===== config.mk =====
export PLATFORM = sky130hd
export DESIGN_NAME = mul54_final_add_pipe_flat
export DESIGN_NICKNAME = d
export VERILOG_FILES = /design/src/rtl/mul54_final_add_pipe_if.sv /design/src/rtl/mul54_final_add_pipe.sv /design/src/flat_wrapper.sv
export SDC_FILE = /design/constraint.sdc
export NUM_CORES = 1
export LEC_CHECK = 0
export ABC_AREA = 1
export CORE_ASPECT_RATIO = 0.75
export CORE_UTILIZATION = 40
export DETAILED_ROUTE_END_ITERATION = 8
export SETUP_SLACK_MARGIN = 0.1
export SYNTH_ARGS = -nofsm -noshare
export SYNTH_HDL_FRONTEND = slang
export SYNTH_SLANG_ARGS = --single-unit

===== constraint.sdc =====
create_clock -name clk -period 2.65 [get_ports clk]
set_input_delay 0.265 -clock clk [delete_from_list [all_inputs] [get_ports clk]]
set_output_delay 0.265 -clock clk [all_outputs]
set_load 0.02 [all_outputs]

===== src/rtl/mul54_final_add_pipe_if.sv =====
// Handshake and data bundle for the final-add pipeline.
// carry_out exists only when MUL54_FINAL_ADD_CARRY_OUT_EN is defined.
interface mul54_final_add_pipe_if #(
   parameter int unsigned radix = 54
);
   logic                 in_valid;
   logic                 in_ready;
   logic [radix*2-1:0]   res_0;
   logic [radix*2-1:0]   res_1;
   logic                 out_valid;
   logic                 out_ready;
   logic [radix*2-1:0]   sum;
`ifdef MUL54_FINAL_ADD_CARRY_OUT_EN
   logic                 carry_out;

   modport master (
      output in_valid, res_0, res_1, out_ready,
      input  in_ready, out_valid, sum, carry_out
   );
   modport slave (
      input  in_valid, res_0, res_1, out_ready,
      output in_ready, out_valid, sum, carry_out
   );
`else
   modport master (
      output in_valid, res_0, res_1, out_ready,
      input  in_ready, out_valid, sum
   );
   modport slave (
      input  in_valid, res_0, res_1, out_ready,
      output in_ready, out_valid, sum
   );
`endif
endinterface


===== src/rtl/mul54_final_add_pipe.sv =====
// Two-stage carry-split adder resolving res_0 + res_1 into a 2*radix-bit sum.
// Define MUL54_FINAL_ADD_CARRY_OUT_EN to expose the top carry as carry_out.
module mul54_final_add_pipe #(
   parameter int unsigned radix = 54,
   parameter int unsigned LO_W  = radix
) (
   input logic                   clk,
   input logic                   rst_n,
   mul54_final_add_pipe_if.slave bus
);
   localparam int unsigned W    = radix * 2;
   localparam int unsigned HI_W = W - LO_W;
`ifdef MUL54_FINAL_ADD_CARRY_OUT_EN
   localparam int unsigned HS_W = HI_W + 1;
`else
   localparam int unsigned HS_W = HI_W;
`endif

   logic            r_s1_valid;
   logic            r_s2_valid;
   logic            r_s1_c;
   logic [LO_W-1:0] r_s1_lo;
   logic [HI_W-1:0] r_s1_h0;
   logic [HI_W-1:0] r_s1_h1;
   logic [W-1:0]    r_sum;
`ifdef MUL54_FINAL_ADD_CARRY_OUT_EN
   logic            r_carry;
`endif

   logic            w_s2_free;
   logic            w_s1_adv;
   logic            w_in_ready;
   logic            w_in_xfer;
   logic            w_out_pop;
   logic [LO_W:0]   w_lo;
   logic [HS_W-1:0] w_hi;

   assign w_s2_free  = !r_s2_valid || bus.out_ready;
   assign w_s1_adv   = r_s1_valid && w_s2_free;
   assign w_in_ready = !r_s1_valid || w_s2_free;
   assign w_in_xfer  = bus.in_valid && w_in_ready;
   assign w_out_pop  = r_s2_valid && bus.out_ready;

   assign w_lo = {1'b0, bus.res_0[LO_W-1:0]} + {1'b0, bus.res_1[LO_W-1:0]};
   // Without the carry-out feature the high add is kept at HI_W bits so no dead MSB exists.
   assign w_hi = HS_W'(r_s1_h0) + HS_W'(r_s1_h1) + HS_W'(r_s1_c);

   always_ff @(posedge clk or negedge rst_n) begin
      if (!rst_n) begin
         r_s1_valid <= 1'b0;
         r_s1_c     <= 1'b0;
         r_s1_lo    <= '0;
         r_s1_h0    <= '0;
         r_s1_h1    <= '0;
      end else if (w_in_xfer) begin
         r_s1_valid <= 1'b1;
         r_s1_c     <= w_lo[LO_W];
         r_s1_lo    <= w_lo[LO_W-1:0];
         r_s1_h0    <= bus.res_0[W-1:LO_W];
         r_s1_h1    <= bus.res_1[W-1:LO_W];
      end else if (w_s1_adv) begin
         r_s1_valid <= 1'b0;
      end
   end

   always_ff @(posedge clk or negedge rst_n) begin
      if (!rst_n) begin
         r_s2_valid <= 1'b0;
         r_sum      <= '0;
`ifdef MUL54_FINAL_ADD_CARRY_OUT_EN
         r_carry    <= 1'b0;
`endif
      end else if (w_s1_adv) begin
         r_s2_valid <= 1'b1;
         r_sum      <= {w_hi[HI_W-1:0], r_s1_lo};
`ifdef MUL54_FINAL_ADD_CARRY_OUT_EN
         r_carry    <= w_hi[HI_W];
`endif
      end else if (w_out_pop) begin
         r_s2_valid <= 1'b0;
      end
   end

   assign bus.in_ready  = w_in_ready;
   assign bus.out_valid = r_s2_valid;
   assign bus.sum       = r_sum;
`ifdef MUL54_FINAL_ADD_CARRY_OUT_EN
   assign bus.carry_out = r_carry;
`endif

endmodule


===== src/flat_wrapper.sv =====
// flat-port wrapper written by rule: the top's interface ports become plain ports
module mul54_final_add_pipe_flat 
#(
   parameter int unsigned radix = 54,
   parameter int unsigned LO_W  = radix
)
  (clk, rst_n, bus_in_valid, bus_res_0, bus_res_1, bus_out_ready, bus_in_ready, bus_out_valid, bus_sum);
  mul54_final_add_pipe_if #(.radix(radix)) bus_i ();
  input logic clk;
  input logic rst_n;
  input wire logic [$bits(bus_i.in_valid)-1:0] bus_in_valid;
  input wire logic [$bits(bus_i.res_0)-1:0] bus_res_0;
  input wire logic [$bits(bus_i.res_1)-1:0] bus_res_1;
  input wire logic [$bits(bus_i.out_ready)-1:0] bus_out_ready;
  output wire logic [$bits(bus_i.in_ready)-1:0] bus_in_ready;
  output wire logic [$bits(bus_i.out_valid)-1:0] bus_out_valid;
  output wire logic [$bits(bus_i.sum)-1:0] bus_sum;
  assign bus_i.in_valid = bus_in_valid;
  assign bus_i.res_0 = bus_res_0;
  assign bus_i.res_1 = bus_res_1;
  assign bus_i.out_ready = bus_out_ready;
  assign bus_in_ready = bus_i.in_ready;
  assign bus_out_valid = bus_i.out_valid;
  assign bus_sum = bus_i.sum;
  mul54_final_add_pipe #(.radix(radix), .LO_W(LO_W)) u_core (.clk(clk), .rst_n(rst_n), .bus(bus_i));
endmodule

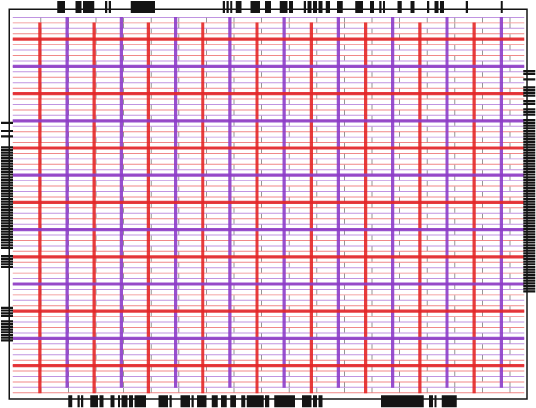
run_1/power_grid.png
(2 px per µm) Pins as bars on the die edge. Tap cells in grey.
Key: VSS = red; VDD = purple
18 straps on met4. The core has 69 rows. 70 met1 rails follow the rows.
Peak VDD IR: 0.0006215 V
core region area: 48000 µm²
die extent in y: 194.1 µm

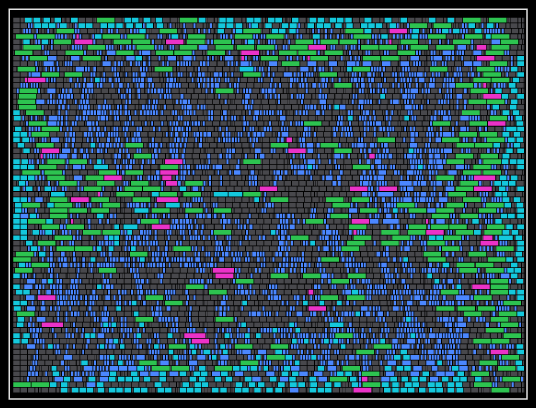
run_1/placement_by_type.png
(2 px per µm) Fill, decap, tap and diode cells in grey.
Key: flops = green [cells 273, share of their area 28%]; other buffers and delay cells = cyan [cells 423, share of their area 17%]; clock drivers and dummy loads = magenta [cells 54, share of their area 4.2%]; combinational and other logic = blue [cells 2827, share of their area 51%]
Final Cell Area: 25490 µm²
Seq/total area: 26.80%
Util after Layout: 53.10%
Row Count: 69

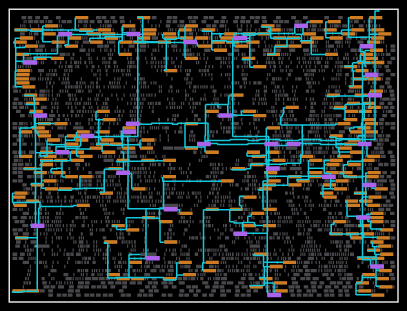
run_1/clk_routes.png
(1.5 px per µm)
Key: flip-flops = orange [count 273]; clock drivers = purple [count 30]; clock wires = cyan [length 4190 µm]
Position of the flops: widely spread. There are 31 routed clock nets.
Clock Power: 4.50 mW
clock network fraction of total power: 23.4%
clock skew: 24.09 ps
Latency at later pin: 590 ps

==> flow_summary_export.csv, run 1 <==
group,metric,value,unit
routing,wl_per_cell,17.22,µm
synthesis,top_cell_area_share,34.71,%
global_routing,grt_usage,28.73,%
worst_setup_path,cp_max_fo,4,
clock_tree,cts_tree,"built",
clock_tree,clock_sinks,273,
floorplanning,die_area,50110,µm²
worst_setup_path,cp.arrival,2880,ps
synthesis,yosys-top-cells-count,"nand2_1 (1514), inv_1 (547), dfrtp_1 (273), nor2_1 (169), nand3_1 (146)",
synthesis,synth_warnings,0,
routing,drc_errors,0,
global_routing,grt.overflow.total,0,
final_layout,drive_above_1_share,5.731,%
global_routing,use_met3,5.699,%
final_layout,combGateArea,10610,µm²
synthesis,topCellsByArea,"dfrtp_1 (35%), nand2_1 (29%), inv_1 (10%)",
synthesis,ys_cells,3158,
routing,drt_first_pass_iters,5,
synthesis,synth_cell_types,37,
routing,viasPerCell,4.851,
global_routing,grt_max_degree,132,
global_routing,grt.met1_usage,44.99,%
power_and_ir_drop,powerDensity,753.4,nW/µm²
status,status,"complete, no violations",
synthesis,synth_cells,3158,
clock_tree,cts.path.max_buffers,3,
job,warnings,29,
clock_tree,cts_root_buffer,"clkbuf_16",
synthesis,synth_chip_area,19680,µm²
final_layout,areaGrowthSynthToFinish,29.49,%
final_timing,tightest_slew,678.3,ps
global_routing,grt_most_used_layer,"met1",
placed_design,place.gp.congestion,0.9857,
global_routing,grt_pass1_wl,111900,µm
synthesis,syn_area,19680,µm²
worst_setup_path,slowest_stage,"dfrtp_1",
final_timing,finalCritPeriodShare,91.31,%
routing,vias,20453,
final_timing,fin_tns_setup,0,ps
global_routing,grt_pass1_vias,19453,
routing,wl,72590,µm
final_timing,fmax,413.3,MHz
worst_setup_path,crit_chain,"ha_1, nand2_1, nor2_1, nor2_1, o21ai_2, nand2_1, nand2_2, nand2_1, nand3_1, nand2_1, nand3_1, nand2_1",
synthesis,largest_area_cell,"dfrtp_1",
synthesis,synth_nets,3487,
final_layout,instances_no_fill,4216,
synthesis,enable_flop_cells,0,
worst_hold_path,min_path_type,"input port to flip-flop",
global_routing,antenna_found_initial,0,
synthesis,ys.flops,273,
job,maxCapViolCount,0,
floorplanning,die_w,258.2,µm
final_timing,layout_min_cycle_time,2420,ps
final_timing,slew_headroom,54.78,%
placed_design,place_inst,4157,
final_layout,flop_area,6832,µm²
floorplanning,fp-utilization,41.01,%
final_layout,nets,3884,
worst_setup_path,endpoint_kind,"flip-flop",
final_timing,final_hold_viol_count,0,
clock_tree,h-tree-depth,1,
final_timing,setup_ws,230.4,ps
synthesis,seq_area_frac_synth,34.71,%
synthesis,ys.flop_type,"dfrtp_1",
worst_setup_path,slowest_delay,460,ps
worst_setup_path,critPathBufInv,0,
final_layout,fillers,4888,
worst_setup_path,crit_top_cell,"nand2_1",
worst_setup_path,path_delay_family,"simple AND/OR/NAND/NOR gates",
power_and_ir_drop,leakage,14.23,nW
final_timing,whs,205.2,ps
synthesis,async_flop_share,100.0,%
final_timing,rsz0062_at_grt,"yes",
placed_design,place_worst_setup_slack,25.91,ps
clock_tree,cts_buffers,30,
floorplanning,ios,330,
final_layout,n_antenna_cell,0,
worst_setup_path,cp-start-kind,"flip-flop",
synthesis,synth_dominant_cell_count,"nand2_1",
final_timing,drv_slew,0,
routing,drtAntennaViolNets,0,
worst_setup_path,crit_type,"flip-flop to flip-flop",
placed_design,dpl.hpwl,59110,µm
final_timing,finalSetupViolCount,0,
clock_tree,clk_pin_slew,60,ps
global_routing,gr-usage-met2,40.62,%
synthesis,avgSynthCellArea,6.233,µm²
worst_setup_path,critical_path_required,3110,ps
placed_design,portBuffers,329,
-- run 1: logic make-up after synthesis --
logic type / after synthesis / synth area share [%]
xor+xnor: 47 / 2.091
simple gates: 1924 / 39.18
fa+ha+maj: 109 / 7.043
compound gates: 193 / 5.225
buf+inv: 612 / 11.75
flops: 273 / 34.71
-- run 1: report_power, final --
part	switching, mW	internal, mW	leakage (nW)
logic	5.20	3.37	10.4
clock network	1.85	2.66	0.503
registers	0.837	5.30	3.34
total	7.88	11.3	14.2
-- run 1: layout make-up --
| cell class | count | share of cell area, % |
|---|---|---|
| Multi-Input combinational cell | 2273 | 41.61 |
| Clock buffer | 41 | 3.225 |
| Timing Repair Buffer | 423 | 16.21 |
| Sequential cell | 273 | 26.80 |
| Tap cell | 639 | 3.137 |
| Inverter | 554 | 8.168 |
| Clock inverter | 13 | 0.8443 |
-- run 1: metal layers --
layer / wire, µm / vias to the layer above / share of wire, %
met4: 1108 / 0 / 1.5
met5: 0 / - / 0
met3: 6403 / 62 / 8.8
met2: 28420 / 698 / 39
met1: 36660 / 9390 / 50
li1: - / 10303 / -
-- run 1: registers in the layout, indices dropped and copies added (netlist names) --
| register | cells |
|---|---|
| u_core.bus.out_valid | 1 |
| u_core.bus.sum | 108 |
| u_core.r_s1_c | 1 |
| u_core.r_s1_h0 | 54 |
| u_core.r_s1_h1 | 54 |
| u_core.r_s1_lo | 54 |
| u_core.r_s1_valid | 1 |
-- run 1: path summary, 6_finish.rpt --
kind,from,to,slack [ps],cells after the start
worst min register to register,u_core.r_s1_lo[8],u_core.bus.sum[8],480,2
min in group asynchronous,rst_n,u_core.r_s1_h1[11],230,2
max in group asynchronous,rst_n,u_core.bus.sum[26],1580,3
worst max register to register,u_core.r_s1_h1[2],u_core.bus.sum[101],230,12
worst max-delay path,u_core.r_s1_h1[2],u_core.bus.sum[101],230,12
worst min-delay path,bus_res_0[81],u_core.r_s1_h0[27],210,3
-- run 1: cells in the final DEF, fill, tap and decap left out, drive strengths merged, types with 40 or more instances in the layout --
cell | netlist | final
xnor2 | 40 | 40
clkdlybuf4s50 | 0 | 328
inv | 554 | 554
buf | 20 | 94
clkbuf | 38 | 41
nand2 | 1520 | 1520
a21oi | 79 | 79
o21ai | 91 | 91
nor2 | 184 | 184
nand3 | 158 | 158
ha | 106 | 106
dfrtp | 273 | 273
-- run 1: stage by stage --
step	area, µm²	total power, mW
after floorplan	19680	10.63
after global placement	24360	14.55
after detailed placement	24360	14.61
after CTS	25420	19.21
after global routing	25490	20.37
final	25490	19.20
-- run 1: worst register-to-register path: stages (launching register included) --
cell and delay [ps]:
dfrtp_1 460, ha_1 400, nand2_1 70, nor2_1 200
nor2_1 140, o21ai_2 270, nand2_1 110, nand2_2 170
nand2_1 140, nand3_1 110, nand2_1 50, nand3_1 130
nand2_1 70
-- run 1: repair_timing --
| action | 4_1_cts | 5_1_grt |
|---|---|---|
| pin swaps | 3 | 3 |
| gates resized | 4 | 11 |
| hold endpoints to repair | 54 | 0 |
| buffers inserted | 0 | 4 |
| endpoints found under the setup margin | 7 | 12 |
| hold buffers | 1 | 0 |
==> run 2: changes to the inputs <==
- CORE_ASPECT_RATIO: 0.75 -> 1.1
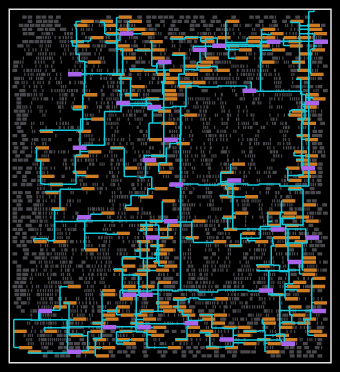
run_2/clk_routes.png
(1.5 px per µm)
Key: flip-flops = orange [count 273]; clock drivers = purple [count 34]; clock wires = cyan [length 4500 µm]
There are 35 routed clock nets.
Clock Power: 4.78 mW
clock skew: 22.41 ps
Latency at later pin: 560 ps

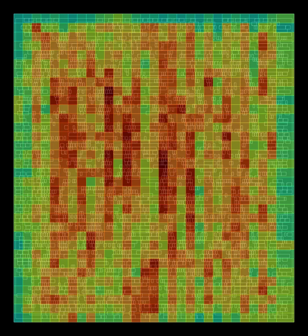
run_2/congestion.png
grt met2 use: 50.61%
routing usage on met1: 35.06%

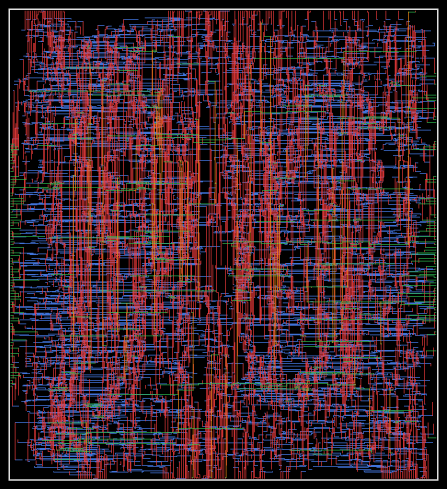
run_2/wires.png
(2 px per µm)
Key: metal 1 = blue [wire length 29.7 mm]; metal 4 = orange [wire length 2970 µm]; metal 3 = green [wire length 3300 µm]; metal 2 = red [wire length 35.1 mm]
vias: 20456
routed wire length: 71090 µm

==> run 2 against run 1 <==
Combinational power shrank 2%. Via count barely moved. Worst hold slack better by 40 ps. Non-clock buffer count down 20. Sequential power about the same. Clock power increased by 6.2%. Sequential share of layout area rose by 0.086 points. Critical endpoint is now u_core.bus.sum[94].
==> flow_summary_export.csv, run 2 <==
group,metric,value,unit
clock_tree,cts_tree,"built",
placed_design,place_inst,4144,
synthesis,ys_cells,3158,
synthesis,synth_warnings,0,
global_routing,antenna_found_initial,0,
synthesis,avgSynthCellArea,6.233,µm²
worst_setup_path,critical_path_required,3100,ps
floorplanning,die_height,234.7,µm
final_timing,finalSetupViolCount,0,
final_layout,instances_no_fill,4207,
final_layout,largest_reg_flops,108,
final_timing,rsz0062_at_grt,"yes",
power_and_ir_drop,p_comb_share,43.5,%
synthesis,topCombFamilyByArea,"simple AND/OR/NAND/NOR gates",
synthesis,seq_area_frac_synth,34.71,%
worst_hold_path,min_path_type,"input port to flip-flop",
routing,drc_errors,0,
synthesis,topCellsByArea,"dfrtp_1 (35%), nand2_1 (29%), inv_1 (10%)",
clock_tree,cts.path.max_buffers,3,
synthesis,yosys.area_share.simple,39.18,%
status,status,"complete, no violations",
final_layout,lay_top_cells,"nand2_1 (1510), inv_1 (546), clkdlybuf4s50_1 (328)",
worst_setup_path,r2r_end,"u_core.bus.sum[94]",
clock_tree,cts_buffers,34,
floorplanning,core-area,48140,µm²
worst_setup_path,cp-start-kind,"flip-flop",
synthesis,ys.flop_type,"dfrtp_1",
synthesis,synth_chip_area,19680,µm²
clock_tree,cts_root_buffer,"clkbuf_16",
floorplanning,num_rows,84,
global_routing,grt_usage,28.68,%
synthesis,synth_nets,3487,
worst_setup_path,cp_max_fo,4,
final_timing,drv_slew,0,
synthesis,top_cell_area_share,34.71,%
power_and_ir_drop,p_sw,7.858,mW
final_timing,final_hold_viol_count,0,
worst_setup_path,r2r-start,"u_core.r_s1_h1[0]",
placed_design,dpl.hpwl,58080,µm
worst_setup_path,ff2ff_setup_slack,250,ps
final_layout,n_antenna_cell,0,
worst_setup_path,cp.arrival,2850,ps
global_routing,grt_pass1_vias,20469,
final_layout,nets,3868,
final_layout,drive_above_1_share,5.194,%
worst_hold_path,hold_end,"u_core.r_s1_h1[5]",
routing,viasPerCell,4.862,
placed_design,portBuffers,329,
synthesis,ys.flops,273,
synthesis,synthAoiAreaFrac,5.225,%
final_timing,finalCritPeriodShare,90.53,%
synthesis,yosys-top-cells-count,"nand2_1 (1514), inv_1 (547), dfrtp_1 (273), nor2_1 (169), nand3_1 (146)",
final_timing,slew_headroom,61.80,%
worst_setup_path,endpoint_kind,"flip-flop",
final_timing,whs,245.1,ps
final_timing,tightest_slew,573.0,ps
clock_tree,clock_sinks,273,
synthesis,synth_dominant_cell_count,"nand2_1",
global_routing,grt_max_degree,101,
power_and_ir_drop,peakVddDrop,0.0005465,V
power_and_ir_drop,p_seq_share,31.7,%
worst_setup_path,r2r_cells,13,
synthesis,synth_cell_types,37,
final_layout,mostFrequentLayoutCell,"nand2_1",
global_routing,grt.overflow.total,0,
clock_tree,h-tree-depth,2,
floorplanning,die_w,213.5,µm
power_and_ir_drop,switching_share,40.78,%
job,warnings,29,
routing,wl_per_cell,16.90,µm
synthesis,async_flop_share,100.0,%
power_and_ir_drop,p_clk_share,24.8,%
job,maxCapViolCount,0,
synthesis,adder_share,7.043,%
routing,initialDrtViolationCount,1435,
floorplanning,fp-utilization,40.89,%
power_and_ir_drop,finalPower,19.27,mW
floorplanning,ios,330,
routing,drtAntennaViolNets,0,
synthesis,largest_area_cell,"dfrtp_1",
global_routing,grt_pass1_wl,111000,µm
routing,drt_first_pass_iters,8,
power_and_ir_drop,leakage,14.18,nW
synthesis,synthMuxAreaShare,0,%
placed_design,place.gp.congestion,0.9580,
synthesis,synthXorXnorAreaFrac,2.091,%
worst_hold_path,worstHoldStart,"bus_res_1[59]",
clock_tree,clk_pin_slew,60,ps
synthesis,synth_cells,3158,
final_layout,areaGrowthSynthToFinish,29.07,%
power_and_ir_drop,internal_power,11.41,mW
synthesis,enable_flop_cells,0,
power_and_ir_drop,powerDensity,758.4,nW/µm²
final_timing,fmax,416.8,MHz
[run 2: repair_timing]
action / CTS / global route
hold buffers: 1 / 0
endpoints found under the setup margin: 0 / 12
resized: 0 / 5
hold endpoints to repair: 58 / 0
setup buffers: 0 / 3
[run 2: kinds of logic after synthesis]
group	after synthesis
fa+ha+maj	109
simple gates	1924
flops	273
compound gates	193
xor+xnor	47
buf+inv	612
[run 2: power by group through the flow]
stage / logic, mW / registers (mW) / clock network (mW)
4_1_cts: 8.39 / 6.12 / 4.88
6_report: 8.38 / 6.12 / 4.78
2_1_floorplan: 3.88 / 6.75 / 0
3_3_place_gp: 8.30 / 6.16 / 0
5_1_grt: 9.21 / 6.25 / 5.03
3_5_place_dp: 8.35 / 6.17 / 0
[run 2: area by class of cell]
| class | count | area (µm²) |
|---|---|---|
| fillers | 5000 | 22730 |
| well taps | 645 | 807.0 |
| clock buffers | 44 | 928.4 |
| flip-flops and latches | 273 | 6832 |
| inverters | 554 | 2082 |
| multi-input cells | 2273 | 10570 |
| repair buffers | 403 | 4006 |
| clock inverters | 15 | 182.7 |
[run 2: worst max path at each step]
stage | from | to | slack, ps | depth (start not counted)
finish | u_core.r_s1_h1[0] | u_core.bus.sum[94] | 250 | 13
floorplan | u_core.r_s1_h1[0] | u_core.bus.sum[102] | 450 | 13
global route | u_core.r_s1_h1[0] | u_core.bus.sum[94] | 70 | 13
global placement | bus_res_1[35] | u_core.r_s1_lo[41] | -90 | 12
detailed placement | bus_res_1[20] | u_core.r_s1_c | -50 | 13
CTS | u_core.r_s1_h1[0] | u_core.bus.sum[94] | 140 | 13
[run 2: metal layers]
| metal | vias up | GRT usage (%) | share of wire [%] |
|---|---|---|---|
| li1 | 10252 | - | - |
| met1 | 9513 | 35.06 | 42 |
| met2 | 572 | 50.61 | 49 |
| met3 | 119 | 3.488 | 4.6 |
| met4 | 0 | 11.30 | 4.2 |
| met5 | - | 0 | 0 |
[run 2: metrics by stage]
stage | TNS (ps) | utilization, % | instance area (µm²) | setup slack (ps)
final | 0 | 52.78 | 25410 | 250.9
after global routing | 0 | 52.78 | 25410 | 65.38
after CTS | 0 | 52.70 | 25370 | 144.5
after detailed placement | -100.8 | 50.37 | 24250 | -53.75
after global placement | -183.0 | 50.37 | 24250 | -87.75
after floorplan | 0 | - | 19680 | 447.3
[run 2: critical path: stages (launching register included)]
cell      delay [ps]
dfrtp_1          320
inv_1             60
fa_1             460
fa_2             390
nor2_2           160
nor2_1           110
o21ai_2          210
nand2_1           80
nand3b_1         160
nand2_1          100
nand2_1           70
nand2_1           50
nand3_1           70
nand2_1           50
==> run 3: changes to the inputs <==
- CORE_ASPECT_RATIO: 1.1 -> 1.4
- CORE_MARGIN: not set -> 10
- PLACE_DENSITY: not set -> 0.65
- clock period: 2.65 -> 2.01 ns (I/O delays scaled with it)
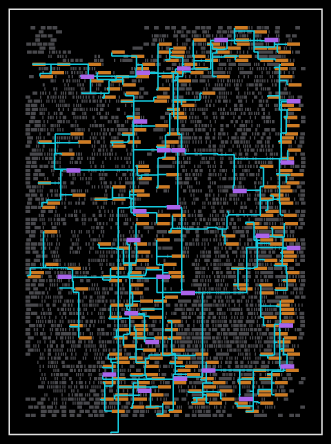
run_3/clk_routes.png
(1.5 px per µm)
Key: flip-flops = orange [count 273]; clock drivers = purple [count 29]; clock wires = cyan [length 4070 µm]
There are 30 routed clock nets.
clock network fraction of total power: 21.2%
clock skew: 19.78 ps

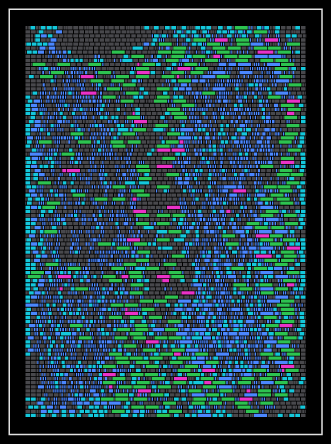
run_3/placement_by_type.png
(1.5 px per µm) Fill, decap, tap and diode cells in grey.
Key: clock drivers and dummy loads = magenta [cells 53, share of their area 3.7%]; combinational and other logic = blue [cells 2827, share of their area 50%]; other buffers and delay cells = cyan [cells 685, share of their area 22%]; flops = green [cells 273, share of their area 24%]
Final Cell Area: 28840 µm²
Row Count: 96

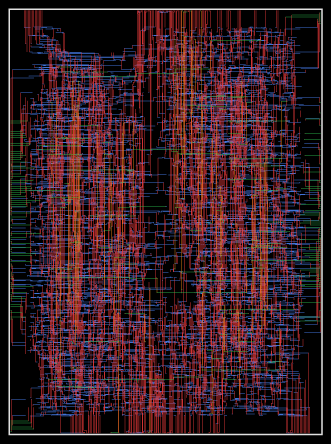
run_3/wires.png
(1.5 px per µm)
Key: metal 4 = orange [wire length 4260 µm]; metal 2 = red [wire length 40.4 mm]; metal 3 = green [wire length 2750 µm]; metal 1 = blue [wire length 27.9 mm]
average wire per cell in the routed design: 16.81 µm
Total Routing Usage GR: 24.89%
vias: 21054
routed wire length: 75260 µm

==> run 3 against run 2 <==
Sequential share of layout area down 3.2 points. The flow now finishes with violations (negative setup slack). Count of clock-buffer cells in the layout fell by 5. Combinational power is 63% higher. Critical endpoint unchanged. Routed wire length increased by 5.9%. Global-route usage is 3.8 points lower. Worst hold slack worse by 85 ps. Sequential power grew about 30%.
==> flow_summary_export.csv, run 3 <==
group,metric,value,unit
status,status,"finished with violations",
status,violations,"negative setup slack",
global_routing,grt_pass1_wl,115800,µm
synthesis,ys_cells,3158,
final_layout,largest_reg_flops,108,
clock_tree,clock_sinks,273,
worst_setup_path,critical_path_required,2470,ps
synthesis,synth_cells,3158,
power_and_ir_drop,switching_share,39.90,%
job,warnings,31,
final_timing,finalSetupViolCount,44,
worst_setup_path,r2r-start,"u_core.r_s1_h1[0]",
synthesis,avgSynthCellArea,6.233,µm²
final_timing,fmax,439.2,MHz
floorplanning,ios,330,
routing,drt_first_pass_iters,5,
global_routing,grt.overflow.total,0,
power_and_ir_drop,powerDensity,954.4,nW/µm²
placed_design,dpl.hpwl,61520,µm
worst_setup_path,critPathBufInv,1,
synthesis,yosys-top-cells-count,"nand2_1 (1514), inv_1 (547), dfrtp_1 (273), nor2_1 (169), nand3_1 (146)",
worst_setup_path,cp_max_fo,4,
synthesis,synth_cell_types,37,
routing,highest_layer,"met4",
power_and_ir_drop,peakVddDrop,0.0009534,V
job,maxCapViolCount,0,
final_timing,tightest_slew,609.9,ps
final_timing,whs,159.7,ps
worst_setup_path,slowest_stage,"fa_2",
floorplanning,die_w,207.5,µm
worst_setup_path,critPathLaunch,"u_core.r_s1_h1[0]",
clock_tree,clk_pin_slew,60,ps
routing,drc_errors,0,
floorplanning,core-area,48890,µm²
routing,viasPerCell,4.704,
power_and_ir_drop,internal_power,16.54,mW
worst_hold_path,min_path_type,"input port to flip-flop",
clock_tree,cts_buffers,29,
routing,met1_length,27870,µm
clock_tree,clk_latency,580,ps
synthesis,topCellsByArea,"dfrtp_1 (35%), nand2_1 (29%), inv_1 (10%)",
worst_setup_path,slowest_delay,400,ps
power_and_ir_drop,leakage,15.78,nW
routing,wl_met3,2754,µm
floorplanning,die_area,58610,µm²
final_timing,finalCritPeriodShare,113.3,%
worst_setup_path,cp-start-kind,"flip-flop",
worst_setup_path,crit_type,"flip-flop to flip-flop",
worst_setup_path,crit_chain,"inv_2, fa_2, fa_2, nor2_4, nor2_4, o21ai_4, nand2_1, nand3b_1, nand2_2, nand2_1, nand2_1, nand3_2, nand2_1",
routing,dr_wl_met2,40370,µm
routing,initialDrtViolationCount,996,
clock_tree,h-tree-depth,1,
synthesis,ys.flop_type,"dfrtp_1",
final_layout,nets,4145,
clock_tree,cts.path.max_buffers,3,
final_timing,drv_slew,0,
clock_tree,cts_root_buffer,"clkbuf_16",
worst_hold_path,worstHoldStart,"bus_res_0[61]",
power_and_ir_drop,p_comb_share,49.8,%
synthesis,enable_flop_cells,0,
global_routing,antenna_found_initial,1,
synthesis,synth_nets,3487,
final_layout,drive_above_1_share,17.74,%
synthesis,seq_area_frac_synth,34.71,%
synthesis,syn_area,19680,µm²
final_timing,final_hold_viol_count,0,
placed_design,place.gp.congestion,0.9697,
floorplanning,fp-utilization,40.26,%
clock_tree,cts_tree,"built",
floorplanning,die_height,282.5,µm
placed_design,portBuffers,329,
power_and_ir_drop,p_seq_share,29.0,%
synthesis,synth_dominant_cell_count,"nand2_1",
final_timing,rsz0062_at_grt,"yes",
final_layout,mostFrequentLayoutCell,"nand2_1",
global_routing,grt_max_degree,116,
final_layout,lay_top_cells,"nand2_1 (1452), inv_1 (531), clkdlybuf4s50_1 (323)",
final_layout,final_util,58.99,%
final_timing,layout_min_cycle_time,2277,ps
synthesis,async_flop_share,100.0,%
synthesis,synth_chip_area,19680,µm²
synthesis,largest_area_cell,"dfrtp_1",
synthesis,synth_warnings,0,
routing,drtAntennaViolNets,0,
worst_setup_path,cp.arrival,2740,ps
worst_setup_path,ff2ff_setup_slack,-270,ps
final_timing,setup_ws,-266.6,ps
worst_setup_path,path_delay_family,"simple AND/OR/NAND/NOR gates",
power_and_ir_drop,p_sw,10.98,mW
final_layout,fillers,4697,
synthesis,top_cell_area_share,34.71,%
synthesis,ys.flops,273,
worst_setup_path,crit_top_cell,"nand2_1",
global_routing,grt_pass1_vias,21242,
final_timing,slew_headroom,59.34,%
final_layout,areaGrowthSynthToFinish,46.50,%
power_and_ir_drop,finalPower,27.52,mW
worst_setup_path,endpoint_kind,"flip-flop",
run 3: cells by family after synthesis:
| kind of cell | count (synthesis) | share of synthesized area [%] |
|---|---|---|
| AOI/OAI and AO/OA | 193 | 5.225 |
| xor gates and xnor gates | 47 | 2.091 |
| adders and majority gates | 109 | 7.043 |
| buffers and inverters | 612 | 11.75 |
| DFF | 273 | 34.71 |
| and+or+nand+nor | 1924 | 39.18 |
run 3: repair_timing:
action	4_1_cts	5_1_grt
setup buffers	18	11
resized	218	78
hold endpoints to repair	183	0
endpoints found under the setup margin	52	70
pin swaps	44	31
hold buffers	1	0
run 3: per-stage QoR:
stage | area, µm² | cells | setup TNS (ps) | worst slack (ps)
2_1_floorplan | 19710 | 3158 | -101.9 | -43.53
3_3_place_gp | 26240 | 4396 | -20180 | -577.7
3_5_place_dp | 26240 | 4396 | -21660 | -560.3
4_1_cts | 28440 | 4466 | -3789 | -272.2
5_1_grt | 28840 | 4476 | -11650 | -387.8
6_report | 28840 | 4476 | -6557 | -266.6
run 3: worst register-to-register path: cells and delay by family, from the launching register on:
family,cells,cell delay [ps]
adders and majority gates,2,790
DFF,1,340
buffers and inverters,1,50
AOI/OAI and AO/OA,1,170
and+or+nand+nor,9,820
run 3: final cells by class:
type | count | area (µm²) | share of cell area [%]
Inverter | 554 | 2082 | 7.220
Tap cell | 637 | 797.0 | 2.764
Clock inverter | 14 | 193.9 | 0.6725
Multi-Input combinational cell | 2273 | 11850 | 41.10
Clock buffer | 39 | 833.3 | 2.890
Sequential cell | 273 | 6833 | 23.70
Timing Repair Buffer | 685 | 6243 | 21.65
Antenna cell | 1 | 2.502 | 0.008678
run 3: power by group through the flow:
| stage | Combinational, mW | Clock [mW] | Sequential (mW) |
|---|---|---|---|
| after floorplan | 5.13 | 0 | 8.90 |
| after global placement | 12.4 | 0 | 7.93 |
| after detailed placement | 12.5 | 0 | 7.95 |
| after CTS | 13.4 | 5.97 | 7.97 |
| after global routing | 14.9 | 6.17 | 8.16 |
| final | 13.7 | 5.84 | 7.98 |
run 3: metal layers:
metal / vias to the layer above / global-route usage, %
li1: 10810 / -
met1: 9635 / 25.44
met2: 468 / 48.78
met3: 141 / 2.717
met4: 0 / 12.88
met5: - / 0
run 3: final timing paths:
kind	to	cells past startpoint
min in group asynchronous	u_core.bus.sum[13]	2
max reg2reg	u_core.bus.sum[94]	13
min	u_core.r_s1_h0[7]	3
min reg2reg	u_core.bus.sum[6]	2
max	u_core.bus.sum[94]	13
max in group asynchronous	u_core.r_s1_h1[41]	3
No activity file was given, so power comes from the tool's default toggle rates.
